met1.png
Supply wires on this layer in grey.
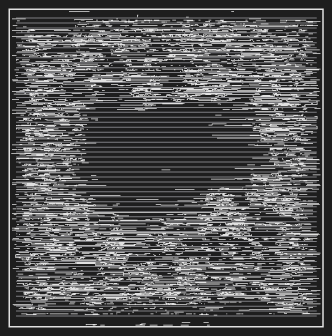
met2.png
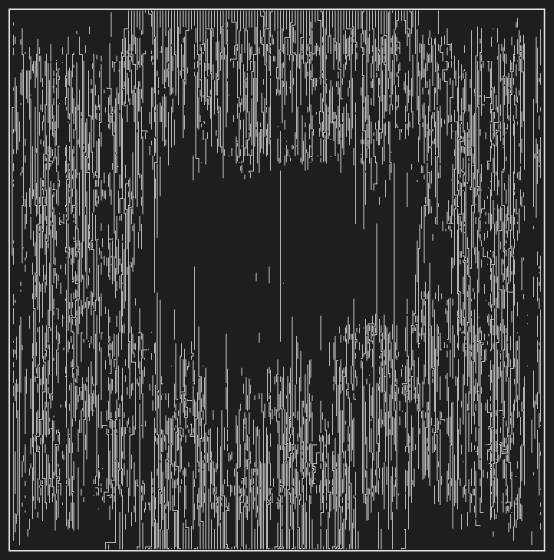
### src/rtl/cdb_arbiter.sv
// cdb_arbiter: grants up to two finished execution-unit results per cycle onto
// the two common data buses (cdb[0], cdb[1]) using rotating round-robin priority.
// It is the only writer of both buses. Granted results appear on the buses one
// cycle after the grant, for exactly one cycle.
//
// Optional build macro: CDB_AGING_EN
//   When defined, each requester gets a 4-bit saturating wait counter. A requester
//   whose counter reaches AGE_LIMIT takes bus 0 ahead of round-robin order.
//   When undefined, the arbiter is pure round-robin and AGE_LIMIT is ignored.
//
// Ports:
//   clk          clock, all state on the rising edge
//   reset        synchronous active-high reset
//   flush        pipeline flush: no grants this cycle, buses idle next cycle
//   req_valid    per-requester result-ready flag
//   req_data     per-requester result value
//   req_address  per-requester instruction address
//   req_rrn      per-requester destination rename register
//   req_tag      per-requester speculation tag
//   req_grant    combinational grant, at most two bits set
//   cdb_valid    per-bus valid (registered)
//   cdb_data     per-bus result value (registered)
//   cdb_address  per-bus instruction address (registered)
//   cdb_rrn      per-bus rename register (registered)
//   cdb_tag      per-bus speculation tag (registered)

module cdb_arbiter #(
  parameter int unsigned XLEN      = 32,
  parameter int unsigned REQS      = 4,
  parameter int unsigned AGE_LIMIT = 8
) (
  input  logic                          clk,
  input  logic                          reset,
  input  logic                          flush,
  input  logic [REQS-1:0]               req_valid,
  input  logic [REQS-1:0][XLEN-1:0]     req_data,
  input  logic [REQS-1:0][XLEN-1:0]     req_address,
  input  logic [REQS-1:0][5:0]          req_rrn,
  input  logic [REQS-1:0]               req_tag,
  output logic [REQS-1:0]               req_grant,
  output logic [1:0]                    cdb_valid,
  output logic [1:0][XLEN-1:0]          cdb_data,
  output logic [1:0][XLEN-1:0]          cdb_address,
  output logic [1:0][5:0]               cdb_rrn,
  output logic [1:0]                    cdb_tag
);

  localparam int unsigned PTR_W = $clog2(REQS);
  // One extra bit so ptr + offset never overflows before the modulo fold.
  localparam int unsigned IDX_W = PTR_W + 1;
  localparam int unsigned AGE_W = 4;

  // Rotation pointer: requester with highest round-robin priority.
  logic [PTR_W-1:0] ptr;
  logic [PTR_W-1:0] ptr_nxt;

  // First and second valid requesters in round-robin order from ptr.
  logic             rr0_vld;
  logic             rr1_vld;
  logic [PTR_W-1:0] rr0_idx;
  logic [PTR_W-1:0] rr1_idx;
  logic [IDX_W-1:0] cand;

  // Final bus selections after aging and flush/reset suppression.
  logic             g0_vld;
  logic             g1_vld;
  logic [PTR_W-1:0] g0_idx;
  logic [PTR_W-1:0] g1_idx;

  // Next index after i, wrapping at REQS (REQS need not be a power of two).
  function automatic logic [PTR_W-1:0] wrap_inc(input logic [PTR_W-1:0] i);
    if (i == PTR_W'(REQS - 1)) begin
      return '0;
    end
    return i + PTR_W'(1);
  endfunction

  // Round-robin scan starting at ptr.
  always_comb begin : rr_scan
    rr0_vld = 1'b0;
    rr1_vld = 1'b0;
    rr0_idx = '0;
    rr1_idx = '0;
    cand    = '0;
    for (int unsigned off = 0; off < REQS; off++) begin
      cand = IDX_W'(ptr) + IDX_W'(off);
      if (cand >= IDX_W'(REQS)) begin
        cand = cand - IDX_W'(REQS);
      end
      if (req_valid[cand[PTR_W-1:0]]) begin
        if (!rr0_vld) begin
          rr0_vld = 1'b1;
          rr0_idx = cand[PTR_W-1:0];
        end else if (!rr1_vld) begin
          rr1_vld = 1'b1;
          rr1_idx = cand[PTR_W-1:0];
        end
      end
    end
  end

`ifdef CDB_AGING_EN
  // Per-requester wait counters and the starvation-boost candidate.
  logic [REQS-1:0][AGE_W-1:0] age;
  logic                       boost_vld;
  logic [PTR_W-1:0]           boost_idx;

  // Lowest-index requester whose wait reached AGE_LIMIT.
  always_comb begin : boost_pick
    boost_vld = 1'b0;
    boost_idx = '0;
    for (int unsigned i = 0; i < REQS; i++) begin
      if (!boost_vld && req_valid[i] && (age[i] >= AGE_W'(AGE_LIMIT))) begin
        boost_vld = 1'b1;
        boost_idx = PTR_W'(i);
      end
    end
  end

  // Bus selection: a boosted requester displaces round-robin on bus 0; bus 1
  // takes the first other valid requester in round-robin order.
  always_comb begin : bus_select
    g0_vld  = rr0_vld;
    g0_idx  = rr0_idx;
    g1_vld  = rr1_vld;
    g1_idx  = rr1_idx;
    ptr_nxt = ptr;
    if (boost_vld) begin
      g0_vld = 1'b1;
      g0_idx = boost_idx;
      if (rr0_vld && (rr0_idx != boost_idx)) begin
        g1_vld = 1'b1;
        g1_idx = rr0_idx;
      end else begin
        g1_vld = rr1_vld;
        g1_idx = rr1_idx;
      end
      // A boost grant alone leaves the rotation where it was.
      if (g1_vld) begin
        ptr_nxt = wrap_inc(g1_idx);
      end
    end else if (rr1_vld) begin
      ptr_nxt = wrap_inc(rr1_idx);
    end else if (rr0_vld) begin
      ptr_nxt = wrap_inc(rr0_idx);
    end
    if (flush || reset) begin
      g0_vld  = 1'b0;
      g1_vld  = 1'b0;
      ptr_nxt = ptr;
    end
  end

  // Wait counters: count un-granted valid cycles, saturate, hold across flush.
  always_ff @(posedge clk) begin : age_regs
    if (reset) begin
      age <= '0;
    end else if (!flush) begin
      for (int unsigned i = 0; i < REQS; i++) begin
        if (!req_valid[i] || req_grant[i]) begin
          age[i] <= '0;
        end else if (age[i] != {AGE_W{1'b1}}) begin
          age[i] <= age[i] + AGE_W'(1);
        end
      end
    end
  end
`else
  // AGE_LIMIT has no meaning without aging; fold it into an ignored signal.
  logic unused_age_limit;
  assign unused_age_limit = |AGE_W'(AGE_LIMIT);

  // Bus selection: pure round-robin, pointer follows the last grant.
  always_comb begin : bus_select
    g0_vld  = rr0_vld;
    g0_idx  = rr0_idx;
    g1_vld  = rr1_vld;
    g1_idx  = rr1_idx;
    ptr_nxt = ptr;
    if (rr1_vld) begin
      ptr_nxt = wrap_inc(rr1_idx);
    end else if (rr0_vld) begin
      ptr_nxt = wrap_inc(rr0_idx);
    end
    if (flush || reset) begin
      g0_vld  = 1'b0;
      g1_vld  = 1'b0;
      ptr_nxt = ptr;
    end
  end
`endif

  // Grant vector: union of the two bus selections.
  always_comb begin : grant_vec
    req_grant = '0;
    for (int unsigned i = 0; i < REQS; i++) begin
      req_grant[i] = (g0_vld && (g0_idx == PTR_W'(i))) ||
                     (g1_vld && (g1_idx == PTR_W'(i)));
    end
  end

  // Rotation pointer and bus output registers. Idle buses keep stale payload.
  always_ff @(posedge clk) begin : bus_regs
    if (reset) begin
      ptr         <= '0;
      cdb_valid   <= '0;
      cdb_data    <= '0;
      cdb_address <= '0;
      cdb_rrn     <= '0;
      cdb_tag     <= '0;
    end else begin
      ptr       <= ptr_nxt;
      cdb_valid <= {g1_vld, g0_vld};
      if (g0_vld) begin
        cdb_data[0]    <= req_data[g0_idx];
        cdb_address[0] <= req_address[g0_idx];
        cdb_rrn[0]     <= req_rrn[g0_idx];
        cdb_tag[0]     <= req_tag[g0_idx];
      end
      if (g1_vld) begin
        cdb_data[1]    <= req_data[g1_idx];
        cdb_address[1] <= req_address[g1_idx];
        cdb_rrn[1]     <= req_rrn[g1_idx];
        cdb_tag[1]     <= req_tag[g1_idx];
      end
    end
  end

endmodule

### config.mk
export PLATFORM = sky130hd
export DESIGN_NAME = cdb_arbiter
export DESIGN_NICKNAME = d
export VERILOG_FILES = /design/src/rtl/cdb_arbiter.sv
export SDC_FILE = /design/constraint.sdc
export NUM_CORES = 1
export LEC_CHECK = 0
export CAP_MARGIN = 20
export CORE_AREA = 3 3 168 170
export CTS_BUF_LIST = sky130_fd_sc_hd__clkbuf_4 sky130_fd_sc_hd__clkbuf_8
export DETAILED_ROUTE_END_ITERATION = 12
export DIE_AREA = 0 0 171 173
export PLACE_DENSITY = 0.74
export RECOVER_POWER = 100
export SYNTH_ARGS = -nofsm -noshare
export SYNTH_HDL_FRONTEND = slang
export SYNTH_SLANG_ARGS = --single-unit
### constraint.sdc
create_clock -name clk -period 2.88 [get_ports clk]
set_clock_uncertainty 0.1 [all_clocks]
set_input_delay 0.432 -clock clk [delete_from_list [all_inputs] [get_ports clk]]
set_output_delay 0.432 -clock clk [all_outputs]
set_load 0.02 [all_outputs]
==> changes_impl.md <==
### Implementation results

* Vias in the first global route at around 11000
* CTS Buf Count at 17
* Final hold vios at 0
* Clock transition at path regs at about 0.09 ns
* Max-cap violations at 0
* Area leader share at around 30%
* Placer Congestion at between 0.8 and 0.9
* Met2 wire len at between 20000 and 25000 µm
* Synthesis Warnings at 0
* Failing checks: setup timing
* CTS H-tree depth at 4
* Well tap count at 341
* Worst reg2reg startpoint: ptr[1]$_SDFFE_PP0P_
* M1 WL at ~17000 µm
* Crit path max-delay family: multiplexers
* Hold depth at 3
* Post-layout period usage at 115%
* Setup crit start: ptr[1]$_SDFFE_PP0P_
* Worst Path Arrival at about 2.8 ns
* Area fraction in mux cells at ~16%
* R2R setup slack at -0.07 ns
* Slew Limit Fails at 0
* Flops after synth at ~150
* Fraction of layout cells with a size suffix above 1 at 14.4%
* Main area contributors: dfxtp_1, nand2_1, a21oi_1
* Average wire per standard cell at between 20 and 25 µm
* Outcome: complete, but fails checks
* HP Start: reset
* # clk buffers at 18
* Worst setup endpoint: req_grant[0]
* Ant diodes at 0
* Worst Path Max Fanout at 4
* Maximum VDD drop at about 0.00043 V
* Mapped Avg Cell Area at ~8.1 µm²
* Tool warning count at 33
* Worst path bufs/invs at 2
* Critical Path Max Stage Delay at approximately 0.55 ns
* R2r worst-path depth at 12
* Tightest Hold Check Type: input port to register
* Multi-In Gates at around 930
* Logic gate share of total power at about three fifths
* Non-clk bufs at ~520
* Pre-Place Util at between 30% and 40%
* Register area share after synthesis at about 30%
* ANT nets after route at 0
* Vias/cell at a little under 6
* Number of gates resized after cts at 39
* Final Worst Setup Slack at -0.429 ns
* Post-Synthesis Cell Area at about 0.0098 mm²
* Routed wl met3 at 3910 µm
* Reg power frac at 23.2%
* Logic share of the area at just over 40%
* Basic Gates by Area at between 20 and 25%
* Clk latency late pin at approximately 0.44 ns
* Die area at roughly 0.030 mm²
* ClkCell Share at under 10%
* GR Overflow Total at 0
* Top Layer Used: met4
* Post-route minimum period at between 3 and 4 ns
* Filler cell count at around 2400
* Non-clk invs at 8
* Total GRT Usage at approximately a quarter
* Post-Syn Instances at 1214
* Worst Hold Path EP: cdb_valid[0]$_SDFF_PP0_
* Final HPWL from detailed placement at 26400 µm
* Yosys cell count at 1214
* Logic area at between 0.006 and 0.007 mm²
* Unrepaired setup endpoints after global routing: yes
* Setup Buffers After CTS at 4
* DR DRC count at 0
* Max-slew headroom at a little over a third
* Antenna violations before repair at 0
* Syn Nets at 1512
* CTS max path bufs at 2
* GRT Max-Usage Layer: met2
* Internal Power at between 6 and 7 mW
* Flip-flops with a built-in enable at 0
* Sw Share at 44.5%
* Synth logic family: AND-OR/OR-AND gates
* Cts hold-fix bufs at 0
* Root Buffer: clkbuf_8
* Ys async rst share at 0%
* Area-dominant class: combinational gates
* Lkg Pwr at between 6 and 7 nW
* Pwr Total at roughly 12 mW
* Worst path slowest cell: mux4_2
* Core Area at around 0.027 mm²
* Largest net degree at the start of global routing at 77
* Final setup vio count at 30
* PwrDens at around 790 mW/mm²
* FMAX at 302 MHz
* CTS tree: built
* Area leader, netlist: dfxtp_1
* Flops at between 100 and 150
* Critical path class: register to output port
* Post-route setup TNS at -2.39 ns
* First-pass GRT wire length at about 59000 µm
* Worst path depth at 8
* Unique cell types at approximately 51
* DR iter-0 viols at approximately 900
* CP cell instances: mux4_2 -> ha_4 -> mux2i_4 -> a221oi_4 -> inv_6 -> ha_4 -> a32o_2 -> clkdlybuf4s15_2
* Crit path capture type: output port
* Clock network power share at ~16%
* RR Endpoint: cdb_data[9]$_SDFFE_PP0P_
* GR Util met3 at approximately 6.5%
* PortBufs at approximately 440
* Area grow syn2layout at 58.9%
* CP most frequent cell: ha_4
* Rows at 60
* IO Count at 439
* Measured slew at the worst slew-check pin at 0.954 ns
Notes on met1.png above:
wire length on this layer: 16500 µm
share of all routed wire: 38%
main direction: horizontal
nets with wire on the layer: 1708

Notes on met2.png above:
main direction: vertical
share of all routed wire: 49%
nets with wire on the layer: 1670
GR met2 Demand/Resource: 43.0%
Vias: 11432

==> power groups by stage <==
stage | clock [mW] | sequential, mW | combinational, mW
detailed placement | 0 | 2.90 | 6.29
finish | 1.93 | 2.84 | 7.46
global placement | 0 | 2.88 | 6.21
global route | 2.06 | 2.90 | 7.89
CTS | 1.97 | 2.86 | 6.43
floorplan | 0 | 3.50 | 3.50
==> synthesized netlist by cell type (3+ instances only) <==
cell type and instances:
nand2_1 290, a21oi_1 147, dfxtp_1 146, nand3_1 75
mux2i_1 73, nand3b_1 72, a211o_1 71, o311ai_1 71
mux2_2 58, clkbuf_1 57, buf_2 30, buf_6 27
mux2_1 14, buf_4 10, nor2_1 9, ha_1 7
inv_1 5, nor3_1 4, a32o_1 3, mux4_2 3
o21ai_0 3
==> stage by stage <==
step	cell area (µm²)	utilization, %	worst slack, ns	hold WS (ns)	instances
floorplan	9880	-	-0.166	0.486	1214
global placement	14500	53.8	-0.904	0.342	1924
detailed placement	14500	53.8	-0.900	0.349	1924
CTS	15000	55.8	-0.476	0.206	1959
global route	15500	57.8	-0.546	0.209	1975
finish	15500	57.8	-0.429	0.249	1975
==> layout by cell type (no fill, tap or decap), drive strengths merged, types with 3 or more instances in the layout <==
| cell | n |
|---|---|
| nor2 | 9 |
| inv | 13 |
| mux2i | 73 |
| ha | 7 |
| dlygate4sd2 | 4 |
| dfxtp | 146 |
| dlygate4sd3 | 144 |
| a32o | 3 |
| a21oi | 147 |
| o21ai | 3 |
| buf | 67 |
| clkdlybuf4s50 | 285 |
| mux2 | 72 |
| nor3 | 5 |
| o311ai | 71 |
| mux4 | 3 |
| clkbuf | 33 |
| clkinvlp | 3 |
| nand2 | 290 |
| nand3 | 75 |
| a211o | 71 |
| nor3b | 3 |
| bufinv | 4 |
| nand3b | 72 |
Power and IR drop assume default switching activity.
